File: src/rtl/riscv_pkg.sv
// riscv_pkg: constants and types shared by the integer pipeline blocks.
//   XLEN       - integer datapath width
//   REG_IDX_W  - architectural register index width
//   LU_DEPTH   - default depth of the long-latency unit result buffer
//   PC_W       - program counter width
//   rf_wr_t    - one register-file write request {rd, wen, data}
package riscv_pkg;

    localparam int XLEN      = 32;
    localparam int REG_IDX_W = 5;
    localparam int LU_DEPTH  = 2;
    localparam int PC_W      = 32;

    typedef struct packed {
        logic [REG_IDX_W-1:0] rd;
        logic                 wen;
        logic [XLEN-1:0]      data;
    } rf_wr_t;

    // One-hot decode of a register index into a 32-bit pend-style mask.
    function automatic logic [31:0] reg_onehot(input logic [REG_IDX_W-1:0] idx);
        return 32'd1 << idx;
    endfunction

endpackage

File: src/rtl/sync_fifo.sv
// sync_fifo: single-clock FIFO with a synchronous active-high reset.
//   clk, rst          - clock and synchronous reset (empties the FIFO)
//   push, push_data   - write request (ignored when full)
//   pop               - read request (ignored when empty)
//   pop_data          - head entry, valid whenever empty is low
//   full, empty       - occupancy flags derived from an extra count bit
// DEPTH must be a power of two so the pointers wrap naturally.
module sync_fifo #(
    parameter int DEPTH = 2,
    parameter int WIDTH = 8
) (
    input  logic             clk,
    input  logic             rst,
    input  logic             push,
    input  logic [WIDTH-1:0] push_data,
    input  logic             pop,
    output logic [WIDTH-1:0] pop_data,
    output logic             full,
    output logic             empty
);

    localparam int AW = (DEPTH > 1) ? $clog2(DEPTH) : 1;

    logic [WIDTH-1:0] mem_r [DEPTH];
    logic [AW-1:0]    wr_ptr_r;
    logic [AW-1:0]    rd_ptr_r;
    logic [AW:0]      count_r;
    logic             do_push_s;
    logic             do_pop_s;

    // Qualify requests against the occupancy flags.
    always_comb begin
        do_push_s = push && !full;
        do_pop_s  = pop && !empty;
    end

    // Pointer and occupancy tracking.
    always_ff @(posedge clk) begin
        if (rst) begin
            wr_ptr_r <= {AW{1'b0}};
            rd_ptr_r <= {AW{1'b0}};
            count_r  <= {(AW+1){1'b0}};
        end else begin
            wr_ptr_r <= do_push_s ? wr_ptr_r + AW'(1'b1) : wr_ptr_r;
            rd_ptr_r <= do_pop_s  ? rd_ptr_r + AW'(1'b1) : rd_ptr_r;
            case ({do_push_s, do_pop_s})
                2'b10:   count_r <= count_r + (AW+1)'(1'b1);
                2'b01:   count_r <= count_r - (AW+1)'(1'b1);
                default: count_r <= count_r;
            endcase
        end
    end

    // Payload storage; contents are meaningless while empty, so no reset.
    always_ff @(posedge clk) begin
        if (do_push_s) begin
            mem_r[wr_ptr_r] <= push_data;
        end
    end

    assign pop_data = mem_r[rd_ptr_r];
    assign full     = (count_r == (AW+1)'(DEPTH));
    assign empty    = (count_r == {(AW+1){1'b0}});

endmodule

File: src/rtl/rf_wport_arb.sv
// rf_wport_arb: shares the single integer register-file write port between
// the writeback stage (always wins, never stalls) and the long-latency unit,
// whose results wait in a small FIFO. A scoreboard of in-flight LU
// destinations drives the decode-stage stall.
//   clk, rst                           - clock, synchronous active-high reset
//   ws_valid/ws_rd/ws_wen/ws_data/ws_pc - writeback stage write request
//   lu_valid/lu_ready/lu_rd/lu_data/lu_pc - LU result handshake
//   ds_*                               - decode-stage hazard query and LU issue
//   ds_stall                           - hazard against a pending LU destination
//   rf_we/rf_waddr/rf_wdata            - register-file write port
//   debug_wb_*                         - trace of the write performed this cycle
//   contention_cnt                     - saturating count of LU-head wait cycles
module rf_wport_arb #(
    parameter int XLEN     = riscv_pkg::XLEN,
    parameter int LU_DEPTH = riscv_pkg::LU_DEPTH,
    parameter int SAT_W    = 16
) (
    input  logic                            clk,
    input  logic                            rst,
    input  logic                            ws_valid,
    input  logic [riscv_pkg::REG_IDX_W-1:0] ws_rd,
    input  logic                            ws_wen,
    input  logic [XLEN-1:0]                 ws_data,
    input  logic [31:0]                     ws_pc,
    input  logic                            lu_valid,
    output logic                            lu_ready,
    input  logic [riscv_pkg::REG_IDX_W-1:0] lu_rd,
    input  logic [XLEN-1:0]                 lu_data,
    input  logic [31:0]                     lu_pc,
    input  logic                            ds_valid,
    input  logic [riscv_pkg::REG_IDX_W-1:0] ds_rs1,
    input  logic [riscv_pkg::REG_IDX_W-1:0] ds_rs2,
    input  logic [riscv_pkg::REG_IDX_W-1:0] ds_rd,
    input  logic                            ds_rs1_use,
    input  logic                            ds_rs2_use,
    input  logic                            ds_rd_wen,
    input  logic                            ds_lu_issue,
    output logic                            ds_stall,
    output logic                            rf_we,
    output logic [riscv_pkg::REG_IDX_W-1:0] rf_waddr,
    output logic [XLEN-1:0]                 rf_wdata,
    output logic [31:0]                     debug_wb_pc,
    output logic [3:0]                      debug_wb_rf_wen,
    output logic [4:0]                      debug_wb_rf_wnum,
    output logic [31:0]                     debug_wb_rf_wdata,
    output logic [SAT_W-1:0]                contention_cnt
);

    import riscv_pkg::*;

    localparam int ENTRY_W = REG_IDX_W + XLEN + 32;

    logic                 wb_busy_s;
    logic                 fifo_full_s;
    logic                 fifo_empty_s;
    logic                 push_s;
    logic                 pop_s;
    logic [ENTRY_W-1:0]   head_s;
    logic [REG_IDX_W-1:0] head_rd_s;
    logic [XLEN-1:0]      head_data_s;
    logic [31:0]          head_pc_s;
    logic [31:0]          pend_r;
    logic [31:0]          pend_nxt_s;
    logic [31:0]          set_vec_s;
    logic [31:0]          clr_vec_s;
    logic [SAT_W-1:0]     cnt_r;
    rf_wr_t               sel_s;
    logic [31:0]          sel_pc_s;

    assign wb_busy_s = ws_valid && ws_wen && (ws_rd != {REG_IDX_W{1'b0}});
    assign lu_ready  = !fifo_full_s && !rst;
    // Results to x0 are acknowledged but never occupy a slot.
    assign push_s    = lu_valid && lu_ready && (lu_rd != {REG_IDX_W{1'b0}});
    // The head is written (and popped) in any cycle WB leaves the port free.
    assign pop_s     = !rst && !fifo_empty_s && !wb_busy_s;

    sync_fifo #(
        .DEPTH (LU_DEPTH),
        .WIDTH (ENTRY_W)
    ) u_lu_fifo (
        .clk       (clk),
        .rst       (rst),
        .push      (push_s),
        .push_data ({lu_rd, lu_data, lu_pc}),
        .pop       (pop_s),
        .pop_data  (head_s),
        .full      (fifo_full_s),
        .empty     (fifo_empty_s)
    );

    assign head_pc_s   = head_s[31:0];
    assign head_data_s = head_s[32 +: XLEN];
    assign head_rd_s   = head_s[32 + XLEN +: REG_IDX_W];

    // Scoreboard update: issue sets, LU writeback clears, set wins on a tie.
    always_comb begin
        set_vec_s  = (ds_lu_issue && (ds_rd != {REG_IDX_W{1'b0}})) ? reg_onehot(ds_rd) : 32'd0;
        clr_vec_s  = pop_s ? reg_onehot(head_rd_s) : 32'd0;
        pend_nxt_s = ((pend_r & ~clr_vec_s) | set_vec_s) & 32'hFFFF_FFFE;
    end

    // Scoreboard register.
    always_ff @(posedge clk) begin
        if (rst) begin
            pend_r <= 32'd0;
        end else begin
            pend_r <= pend_nxt_s;
        end
    end

    // Decode hazard check against registered pend only.
    always_comb begin
        if (rst) begin
            ds_stall = 1'b0;
        end else begin
            ds_stall = ds_valid && ((ds_rs1_use && pend_r[ds_rs1]) ||
                                    (ds_rs2_use && pend_r[ds_rs2]) ||
                                    (ds_rd_wen  && pend_r[ds_rd]));
        end
    end

    // Saturating count of cycles the LU head lost the port to WB.
    always_ff @(posedge clk) begin
        if (rst) begin
            cnt_r <= {SAT_W{1'b0}};
        end else if (!fifo_empty_s && wb_busy_s && (cnt_r != {SAT_W{1'b1}})) begin
            cnt_r <= cnt_r + SAT_W'(1'b1);
        end else begin
            cnt_r <= cnt_r;
        end
    end

    assign contention_cnt = cnt_r;

    // Write-port source select: WB first, then the FIFO head, else idle zeros.
    always_comb begin
        sel_s    = '{rd: {REG_IDX_W{1'b0}}, wen: 1'b0, data: {riscv_pkg::XLEN{1'b0}}};
        sel_pc_s = 32'd0;
        if (rst) begin
            sel_s.wen = 1'b0;
        end else if (wb_busy_s) begin
            sel_s    = '{rd: ws_rd, wen: 1'b1, data: ws_data};
            sel_pc_s = ws_pc;
        end else if (!fifo_empty_s) begin
            sel_s    = '{rd: head_rd_s, wen: 1'b1, data: head_data_s};
            sel_pc_s = head_pc_s;
        end else begin
            sel_s.wen = 1'b0;
        end
    end

    assign rf_we             = sel_s.wen;
    assign rf_waddr          = sel_s.rd;
    assign rf_wdata          = sel_s.data;
    assign debug_wb_pc       = sel_pc_s;
    assign debug_wb_rf_wen   = {4{sel_s.wen}};
    assign debug_wb_rf_wnum  = sel_s.rd;
    assign debug_wb_rf_wdata = sel_s.data;

endmodule

File: config.mk
export PLATFORM = sky130hd
export DESIGN_NAME = rf_wport_arb
export DESIGN_NICKNAME = d
export VERILOG_FILES = /design/src/rtl/riscv_pkg.sv /design/src/rtl/sync_fifo.sv /design/src/rtl/rf_wport_arb.sv
export SDC_FILE = /design/constraint.sdc
export NUM_CORES = 1
export LEC_CHECK = 0
export ABC_AREA = 1
export CORE_ASPECT_RATIO = 1.25
export CORE_MARGIN = 2
export CORE_UTILIZATION = 30
export DETAILED_ROUTE_END_ITERATION = 16
export PLACE_DENSITY = 0.53
export SETUP_SLACK_MARGIN = 0.4
export SLEW_MARGIN = 30
export SYNTH_ARGS = -nofsm -noshare
export SYNTH_HDL_FRONTEND = slang
export SYNTH_HIERARCHICAL = 1
export SYNTH_SLANG_ARGS = --single-unit
File: constraint.sdc
create_clock -name clk -period 13.36 [get_ports clk]
set_clock_uncertainty 0.1 [all_clocks]
set_input_delay 2.672 -clock clk [delete_from_list [all_inputs] [get_ports clk]]
set_output_delay 2.672 -clock clk [all_outputs]
set_load 0.02 [all_outputs]
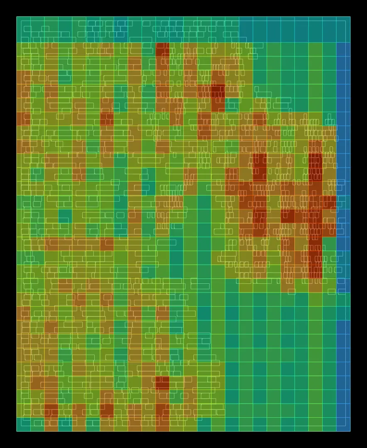
(images/final_congestion.png)
final core occ: 41.0%
routing usage on met2: 30.3%
global routing usage on met1: 19.4%

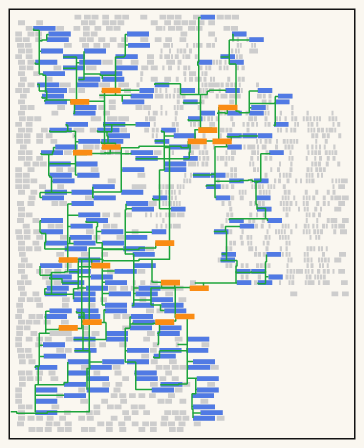
(images/clock_map.png)
[blue] flip-flops | count: 190
[orange] cells driving clock nets | count: 17
[green] clock wires | length: 2,320 µm
routed clock nets: 18
clk ins delay skew pair: 430 ps
Clock Power Share: 35.6%
Clk power: 0.000495 W

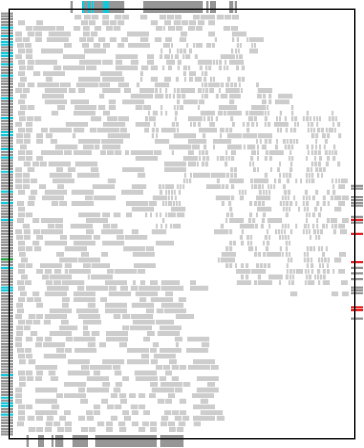
(images/pins.png)
Pins as bars across the die edge, other pins in grey.
[green] lu_valid | pins: 1 | direction: input | edge: left
[red] ds_rs1 | pins: 5 | direction: input | edge: right
[cyan] debug_wb_rf_wdata | pins: 32 | direction: output | edge: 26 left, 6 top
all pins by edge: 150 left, 61 top, 61 bottom, 20 right
Die Wd: 166 µm
port bufs: 291

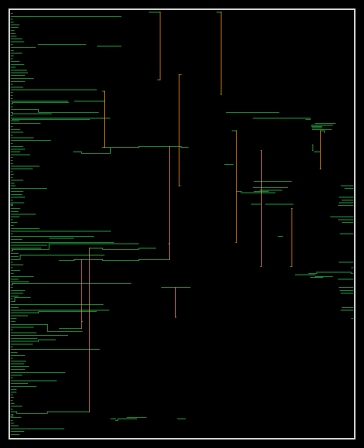
(images/metal_stack.png)
Two of the layers only.
[green] met3 | wire length: 2,210 µm
[orange] met4 | wire length: 490 µm
via count: 8,009
final WL: 29,600 µm
Total Routing Usage GR: 16.9%

==> reports/results.ini <==
[min_path]
holdPathStages=2
min_from=pend_r[20]

[synth]
top_cells_by_area=edfxtp_1 (42%), dfxtp_1 (11%), mux2_2 (6.8%), nand2_1 (6.7%), a32o_1 (6.5%)
simple_gate_area_share_pct=16.5
logic_family=simple AND/OR/NAND/NOR gates
synth-adder-area-share_pct=0.255
ys_sh_aoi_pct=12.1
synth_flops=190
netlist.top_cell.by_area=edfxtp_1

[setup_path]
cp_slowest_cell=clkdlybuf4s50_1
critPathArrivalTime_ps=5390
crit_type=in -> out
cp.required_ps=10590

[die]
dieArea_um2=34100
num_rows=74
coreArea_um2=32400
fp_util_pct=30.2

[layout]
buffer_area_share_pct=22.5
num-nonclk-inverters=89
nMultiInputCombCells=601
largestClassByArea=flip-flops and latches
comb_share_pct=27.6
seq_share_pct=39.1

[drt]
vias_per_cell=4.91
ant_nets=0

[final_timing]
hold_viol_final=0
timing.final.ws_setup_ps=5190
finalSetupTns_ps=0
clock.fmax_ghz=0.122

[run_status]
status=finished clean

[power]
peakVddDrop_v=0.0000837
finalPower_w=0.00139

[clock_tree]
cts_buffers=17
cts_tree=yes

[global_routing]
antenna_found_initial=2
grt_max_degree=70

-- cells in the mapped netlist, drive strengths merged --
cell	n
edfxtp	138
nor2	50
nand4	3
xnor2	1
dfxtp	52
or3	1
o32ai	1
a32o	64
clkinv	1
ha	2
and3	1
o21ai	45
nor3b	2
or2	1
mux2	69
o21a	1
o311ai	1
inv	88
o211ai	1
buf	80
nand2	179
nor3	18
a21oi	43
o31ai	9
nand3b	1
o22ai	1
clkbuf	18
nand3	107
-- state kept, by name, indices dropped and copies added (netlist names), named ones only --
register,count
contention_cnt,16
u_lu_fifo/rd_ptr_r,1
u_lu_fifo/mem_r,138
u_lu_fifo/wr_ptr_r,1
pend_r,31
u_lu_fifo/count_r,2
-- power breakdown --
part           total, W  switching [W]  internal [W]
sequential     0.000659     0.00000672      0.000653
clock          0.000495       0.000219      0.000276
combinational  0.000238       0.000124      0.000114
total           0.00139       0.000349       0.00104
-- how the worst max path moves through the flow --
stage / from / to / slack (ps) / cells past startpoint
final: ws_rd[0] / rf_wdata[0] / 5190 / 9
after global routing: ws_rd[4] / rf_wdata[0] / 5000 / 9
after CTS: ws_rd[0] / rf_wdata[0] / 5130 / 9
after detailed placement: ws_rd[0] / rf_wdata[0] / 5140 / 9
after global placement: ws_rd[4] / rf_wdata[0] / 5140 / 9
after floorplan: rst / u_lu_fifo/mem_r[0][0] / 6210 / 8
-- per-stage QoR --
| stage | instance area [µm²] | std cells |
|---|---|---|
| after detailed placement | 12700 | 1597 |
| after global routing | 13300 | 1629 |
| after CTS | 13300 | 1629 |
| after floorplan | 9800 | 978 |
| final | 13300 | 1631 |
| after global placement | 12700 | 1596 |
-- per-layer routing --
layer / global-route usage (%) / part of all wire, %
met1: 19.4 / 40
met2: 30.3 / 51
met3: 5.53 / 7.5
met4: 4.75 / 1.7
met5: 0 / 0
Power is estimated from default activity; no workload was simulated.
